===== src/rtl/decode_pkg.sv =====
// Decode-stage shared definitions: opcode map, control bundle layout and the
// opcode -> {mem, ex, wb} control decoder.
package decode_pkg;

   localparam int unsigned MemW = 4;
   localparam int unsigned ExW  = 6;
   localparam int unsigned WbW  = 3;

   // ex_mem bit positions
   localparam int unsigned MemRead  = 3;
   localparam int unsigned MemWrite = 2;
   localparam int unsigned MemAddr  = 1;
   localparam int unsigned MemData  = 0;

   // ex_ex bit positions: ALUop occupies [5:2]
   localparam int unsigned ExAluOpLsb = 2;
   localparam int unsigned ExAluEn    = 1;
   localparam int unsigned ExShamSel  = 0;

   localparam logic [1:0] WbSelAlu = 2'd0;
   localparam logic [1:0] WbSelMem = 2'd1;

   localparam logic [3:0] AluAdd = 4'd0;
   localparam logic [3:0] AluSub = 4'd1;
   localparam logic [3:0] AluAnd = 4'd2;
   localparam logic [3:0] AluOr  = 4'd3;
   localparam logic [3:0] AluShl = 4'd4;
   localparam logic [3:0] AluShr = 4'd5;

   // Opcodes are compared zero-extended to 32 bits so any OPW up to 32 works.
   localparam logic [31:0] OpNop   = 32'h00;
   localparam logic [31:0] OpAdd   = 32'h01;
   localparam logic [31:0] OpSub   = 32'h02;
   localparam logic [31:0] OpAnd   = 32'h03;
   localparam logic [31:0] OpOr    = 32'h04;
   localparam logic [31:0] OpShl   = 32'h05;
   localparam logic [31:0] OpShr   = 32'h06;
   localparam logic [31:0] OpLoad  = 32'h10;
   localparam logic [31:0] OpStore = 32'h11;

   typedef struct packed {
      logic [MemW-1:0] mem;
      logic [ExW-1:0]  ex;
      logic [WbW-1:0]  wb;
   } ctrl_t;

   function automatic ctrl_t alu_ctrl(input logic [3:0] alu_op, input logic sham);
      ctrl_t c;
      c = '0;
      c.ex[ExAluOpLsb +: 4] = alu_op;
      c.ex[ExAluEn]         = 1'b1;
      c.ex[ExShamSel]       = sham;
      c.wb                  = {1'b1, WbSelAlu};
      return c;
   endfunction

   // Unknown opcodes decode to all-zero control (NOP).
   function automatic ctrl_t decode_ctrl(input logic [31:0] opcode);
      ctrl_t c;
      c = '0;
      case (opcode)
         OpAdd:   c = alu_ctrl(AluAdd, 1'b0);
         OpSub:   c = alu_ctrl(AluSub, 1'b0);
         OpAnd:   c = alu_ctrl(AluAnd, 1'b0);
         OpOr:    c = alu_ctrl(AluOr,  1'b0);
         OpShl:   c = alu_ctrl(AluShl, 1'b1);
         OpShr:   c = alu_ctrl(AluShr, 1'b1);
         OpLoad: begin
            c                 = alu_ctrl(AluAdd, 1'b0);
            c.mem[MemRead]    = 1'b1;
            c.mem[MemAddr]    = 1'b1;
            c.wb              = {1'b1, WbSelMem};
         end
         OpStore: begin
            c                 = alu_ctrl(AluAdd, 1'b0);
            c.mem[MemWrite]   = 1'b1;
            c.mem[MemAddr]    = 1'b1;
            c.mem[MemData]    = 1'b1;
            c.wb              = '0;
         end
         default: c = '0;
      endcase
      return c;
   endfunction

endpackage


===== src/rtl/decode_regfile.sv =====
// Decode register file: 2**N x W, two combinational read ports, one write port.
// DECODE_BYPASS_EN: a same-cycle write to the addressed register is forwarded to the reads.
module decode_regfile
   import decode_pkg::*;
#(
   parameter int unsigned W       = 16,
   parameter int unsigned N       = 3,
   parameter int unsigned R0_ZERO = 0
) (
   input  logic         clk,
   input  logic         rst,
   input  logic         we_i,
   input  logic [N-1:0] wa_i,
   input  logic [W-1:0] wd_i,
   input  logic [N-1:0] ra_a_i,
   input  logic [N-1:0] ra_b_i,
   output logic [W-1:0] rd_a_o,
   output logic [W-1:0] rd_b_o
);

   localparam int unsigned NRegs = 2 ** N;

   logic [W-1:0] regs_q [NRegs];
   logic         wr_en;

   // With R0_ZERO, r0 is never written, so it stays at its reset value of 0.
   assign wr_en = we_i && !((R0_ZERO != 0) && (wa_i == '0));

   always_ff @(posedge clk or posedge rst) begin
      if (rst) begin
         regs_q <= '{default: '0};
      end else if (wr_en) begin
         regs_q[wa_i] <= wd_i;
      end
   end

   always_comb begin
      rd_a_o = regs_q[ra_a_i];
      rd_b_o = regs_q[ra_b_i];
`ifdef DECODE_BYPASS_EN
      if (wr_en && (wa_i == ra_a_i)) rd_a_o = wd_i;
      if (wr_en && (wa_i == ra_b_i)) rd_b_o = wd_i;
`endif
   end

endmodule


===== src/rtl/decode_stage_pipe.sv =====
// Decode stage: register file, opcode decode and the ID/EX pipeline register with
// load-use bubble, stall hold and flush. DECODE_BYPASS_EN enables regfile write-through.
module decode_stage_pipe
   import decode_pkg::*;
#(
   parameter int unsigned W       = 16,
   parameter int unsigned N       = 3,
   parameter int unsigned OPW     = 6,
   parameter int unsigned R0_ZERO = 0
) (
   input  logic           clk,
   input  logic           rst,
   input  logic           id_valid,
   input  logic [OPW-1:0] opcode,
   input  logic [N-1:0]   src,
   input  logic [N-1:0]   dst,
   input  logic           wb_we,
   input  logic [N-1:0]   wb_wa,
   input  logic [W-1:0]   wb_wd,
   input  logic           ex_stall,
   input  logic           flush,
   output logic           hazard_stall,
   output logic           ex_valid,
   output logic [W-1:0]   ex_rsrc,
   output logic [W-1:0]   ex_rdst,
   output logic [N-1:0]   ex_src_a,
   output logic [N-1:0]   ex_dst_a,
   output logic [MemW-1:0] ex_mem,
   output logic [ExW-1:0]  ex_ex,
   output logic [WbW-1:0]  ex_wb
);

   logic [W-1:0] rd_src, rd_dst;
   ctrl_t        ctrl;

   logic         ex_valid_q, ex_valid_d;
   logic [W-1:0] ex_rsrc_q, ex_rsrc_d;
   logic [W-1:0] ex_rdst_q, ex_rdst_d;
   logic [N-1:0] ex_src_a_q, ex_src_a_d;
   logic [N-1:0] ex_dst_a_q, ex_dst_a_d;
   ctrl_t        ex_ctrl_q, ex_ctrl_d;
   logic         bubble;

   decode_regfile #(
      .W       (W),
      .N       (N),
      .R0_ZERO (R0_ZERO)
   ) u_regfile (
      .clk    (clk),
      .rst    (rst),
      .we_i   (wb_we),
      .wa_i   (wb_wa),
      .wd_i   (wb_wd),
      .ra_a_i (src),
      .ra_b_i (dst),
      .rd_a_o (rd_src),
      .rd_b_o (rd_dst)
   );

   assign ctrl = decode_ctrl(32'(opcode));

   assign hazard_stall = id_valid & ex_valid_q & ex_ctrl_q.mem[MemRead] &
                         ((ex_dst_a_q == src) | (ex_dst_a_q == dst)) & ~flush;

   // Flush beats stall; a load-use hazard only bubbles when EX is accepting.
   assign bubble = flush | (~ex_stall & hazard_stall);

   always_comb begin
      ex_valid_d = ex_valid_q;
      ex_rsrc_d  = ex_rsrc_q;
      ex_rdst_d  = ex_rdst_q;
      ex_src_a_d = ex_src_a_q;
      ex_dst_a_d = ex_dst_a_q;
      ex_ctrl_d  = ex_ctrl_q;
      if (bubble) begin
         ex_valid_d = 1'b0;
         ex_rsrc_d  = '0;
         ex_rdst_d  = '0;
         ex_src_a_d = '0;
         ex_dst_a_d = '0;
         ex_ctrl_d  = '0;
      end else if (!ex_stall) begin
         ex_valid_d = id_valid;
         ex_rsrc_d  = rd_src;
         ex_rdst_d  = rd_dst;
         ex_src_a_d = src;
         ex_dst_a_d = dst;
         ex_ctrl_d  = id_valid ? ctrl : '0;
      end
   end

   always_ff @(posedge clk or posedge rst) begin
      if (rst) begin
         ex_valid_q <= 1'b0;
         ex_rsrc_q  <= '0;
         ex_rdst_q  <= '0;
         ex_src_a_q <= '0;
         ex_dst_a_q <= '0;
         ex_ctrl_q  <= '0;
      end else begin
         ex_valid_q <= ex_valid_d;
         ex_rsrc_q  <= ex_rsrc_d;
         ex_rdst_q  <= ex_rdst_d;
         ex_src_a_q <= ex_src_a_d;
         ex_dst_a_q <= ex_dst_a_d;
         ex_ctrl_q  <= ex_ctrl_d;
      end
   end

   assign ex_valid = ex_valid_q;
   assign ex_rsrc  = ex_rsrc_q;
   assign ex_rdst  = ex_rdst_q;
   assign ex_src_a = ex_src_a_q;
   assign ex_dst_a = ex_dst_a_q;
   assign ex_mem   = ex_ctrl_q.mem;
   assign ex_ex    = ex_ctrl_q.ex;
   assign ex_wb    = ex_ctrl_q.wb;

endmodule


===== config.mk =====
export PLATFORM = sky130hd
export DESIGN_NAME = decode_stage_pipe
export DESIGN_NICKNAME = d
export VERILOG_FILES = /design/src/rtl/decode_pkg.sv /design/src/rtl/decode_regfile.sv /design/src/rtl/decode_stage_pipe.sv
export SDC_FILE = /design/constraint.sdc
export NUM_CORES = 1
export LEC_CHECK = 0
export ABC_AREA = 1
export CAP_MARGIN = 20
export CORE_MARGIN = 2
export CORE_UTILIZATION = 30
export DETAILED_ROUTE_END_ITERATION = 10
export MAX_ROUTING_LAYER = met4
export PLACE_DENSITY = 0.59
export SLEW_MARGIN = 20
export SYNTH_ARGS = -nofsm -noshare
export SYNTH_HDL_FRONTEND = slang
export SYNTH_SLANG_ARGS = --single-unit

===== constraint.sdc =====
create_clock -name clk -period 5.77 [get_ports clk]
set_input_delay 0.577 -clock clk [delete_from_list [all_inputs] [get_ports clk]]
set_output_delay 0.577 -clock clk [all_outputs]
set_load 0.02 [all_outputs]

==> flow_summary.json <==
{
  "cts.clk_slew.worst_paths_ps": 70,
  "num-fill-cells": 3178,
  "power.share.clock_pct": 34.4,
  "wl_met2_um": 12000,
  "ff2ff_path_depth": 8,
  "rrSetupSlack_ps": 3770,
  "async_flop_share_pct": 100.0,
  "cp_common_cell": "nand2_1",
  "grt-ovfl-total": 0,
  "yosysWarnings": 0,
  "finalHoldViolations": 0,
  "die_w_um": 178.9,
  "max_freq_mhz": 278.7,
  "fp-row-count": 64,
  "reg2reg_from": "ex_dst_a[1]$_DFFE_PP0P_",
  "n_all_buffers": 102,
  "holdPathEnd": "ex_ex[3]$_DFFE_PP0P_",
  "wl_per_cell_um": 17.13,
  "ir_worst_vdd_uv": 219.8,
  "root_buffer": "clkbuf_16",
  "antenna_found_initial": 0,
  "worstSetupPathType": "input pin to primary output",
  "grt_util_met2_pct": 26.54,
  "layout-drive-gt1-share_pct": 4.880,
  "critical-path-top-delay-family": "buffers and inverters",
  "ys_cells": 1246,
  "remaining_drc_errors": 0,
  "netlist_top_cells_area": "dfrtp_1 48%, nand2_1 20%, nand3_1 8.9%, o21ai_0 7.3%, nand4_1 2.9%",
  "postCtsSetupBuffers": 0,
  "largest_reg_flops": 128,
  "synth-edff-count": 0,
  "drtIter0Drc": 1035,
  "crit_required_ps": 5190,
  "synth-area-yosys_mm2": 0.009173,
  "simple_gate_share_pct": 34.46,
  "totalPowerFinal_mw": 3.418,
  "synth_flop_count": 175,
  "diodes": 0,
  "syn_to_final_growth_pct": 17.73,
  "r2r-end": "ex_rdst[8]$_DFFE_PP0P_",
  "cts_tree": "built",
  "drtPass1Iterations": 6,
  "path_cells": "clkdlybuf4s50_1 -> buf_4 -> inv_4 -> nand2_1 -> nand2_1 -> nand3_1 -> nand2_1 -> nand2_2 -> inv_1 -> clkdlybuf4s50_1",
  "min_period_ps": 3588,
  "yosys.area.top_type_share_pct": 47.74,
  "die_h_um": 178.9,
  "antenna_left": 0,
  "power.clock.total_mw": 1.17,
  "grt-busiest-layer": "met1",
  "dp_slack_ps": 2229,
  "routedLengthMet1_um": 14230,
  "chipArea_mm2": 0.03199,
  "clkbuf_count": 18,
  "yosys.area_share.aoi_pct": 9.371,
  "worstPathMaxFanout": 35,
  "dominant_cells": "registers",
  "tns_ps": 0,
  "relSlewSlack_pct": 41.27,
  "critPathMaxStageDelay_ps": 540,
  "grt_max_degree": 99,
  "synth_top_cell_by_count": "nand2_1",
  "leakage_nw": 5.037,
  "min_from": "ex_ex[3]$_DFFE_PP0P_",
  "cts_htree_levels": 4,
  "warnings": 31,
  "inv_count": 59,
  "yosysTopAreaCell": "dfrtp_1",
  "final_cell_area_mm2": 0.01080,
  "wl_met3_um": 2321,
  "critPathLaunchType": "input pin",
  "hpwl_um": 17530,
  "ys_dominant_reg_cell": "dfrtp_1",
  "status": "finished clean",
  "p_int_mw": 2.318,
  "fp_util_pct": 30.22,
  "clk_share_pct": 5.434,
  "yosys.stat.seqShare_pct": 47.74,
  "worstSetupEndpointType": "primary output",
  "ctsResizeCount": 0,
  "rsz0062_at_grt": "false",
  "pwr-share-seq_pct": 46.6
}
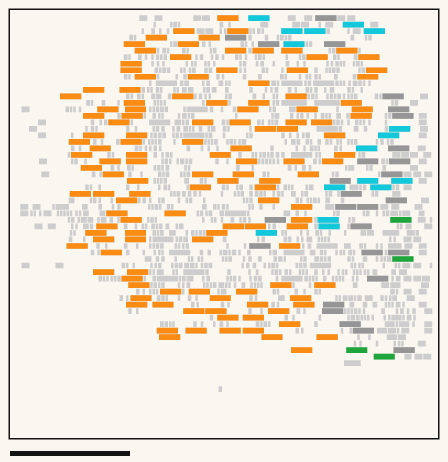
(images/ff_map.png)
Scale bar: 50 um. Other sequential cells in the stronger gray, the rest of the logic in the fainter gray.
| color | signal | placed flops |
|---|---|---|
| cyan | `ex_rsrc` | 16 |
| orange | `u_regfile.regs_q` | 128 |
| green | `ex_ex` | 4 |
register area: 0.004379 mm^2
sequential share of cell area: 40.55%
Seq group: 1.59 mW

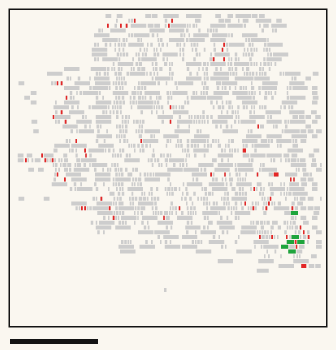
(images/gates.png)
Scale bar: 50 um.
| color | family | cells | where |
|---|---|---|---|
| green | fa/ha/maj cells | 6 | south-east |
| red | inv cells | 59 | spread over the die |
combinational share of cell area: 38.13%
final std cells w/o fill: 1,687
most instantiated logic cell after routing: nand2_1

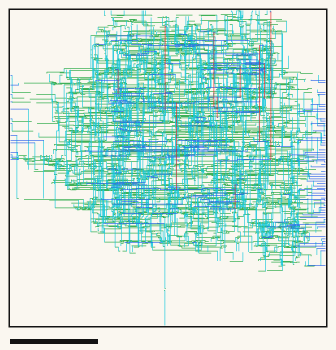
(images/layers.png)
Scale bar: 50 um.
| color | layer | wire length |
|---|---|---|
| blue | M3 | 2,320 um |
| green | M1 | 14,200 um |
| red | M4 | 352 um |
| cyan | M2 | 12,000 um |
Vias: 8,669
All-Layer GR Usage: 19.17%
total wire length: 28,900 um

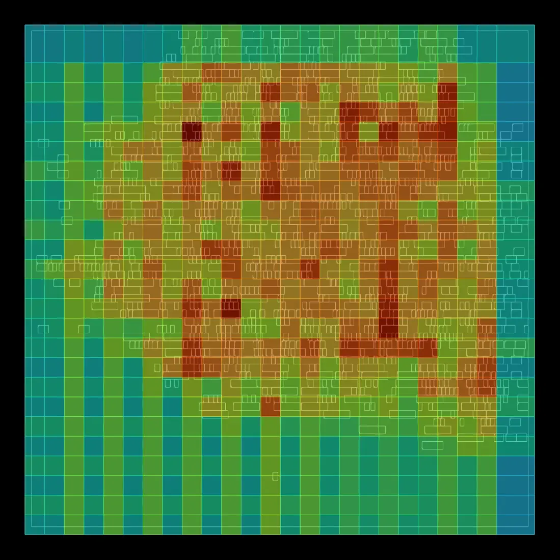
(images/congestion_map.png)
met3 usage: 2.820%
GR Util met1: 29.20%

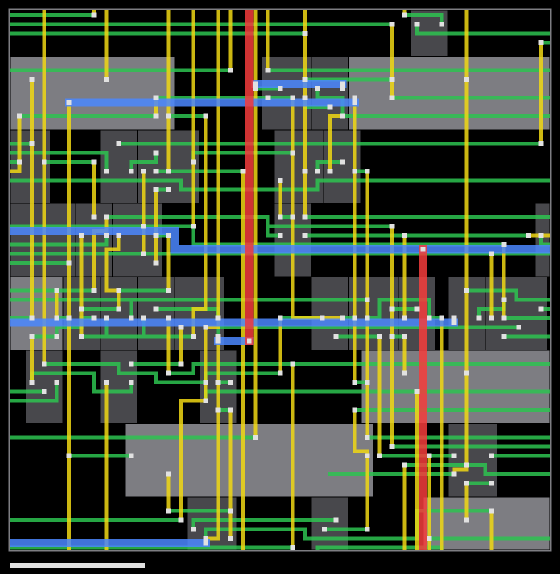
(images/closeup.png)
Scale bar: 5 um. Region (79, 115) to (99, 135) um. Cells in gray, sequential cells in the stronger gray; small squares are vias.
| color | layer |
|---|---|
| blue | M3 |
| green | M1 |
| yellow | M2 |
| red | M4 |
most frequent: nand2_1 (14), o21ai_0 (5), dfrtp_1 (5)
cells with their middle in the window: 31
sequential cells in the window: 5
netlist names of flops here include: `u_regfile.regs_q` (5)

Power figures rest on the tool's default switching activity, not on a simulated workload.
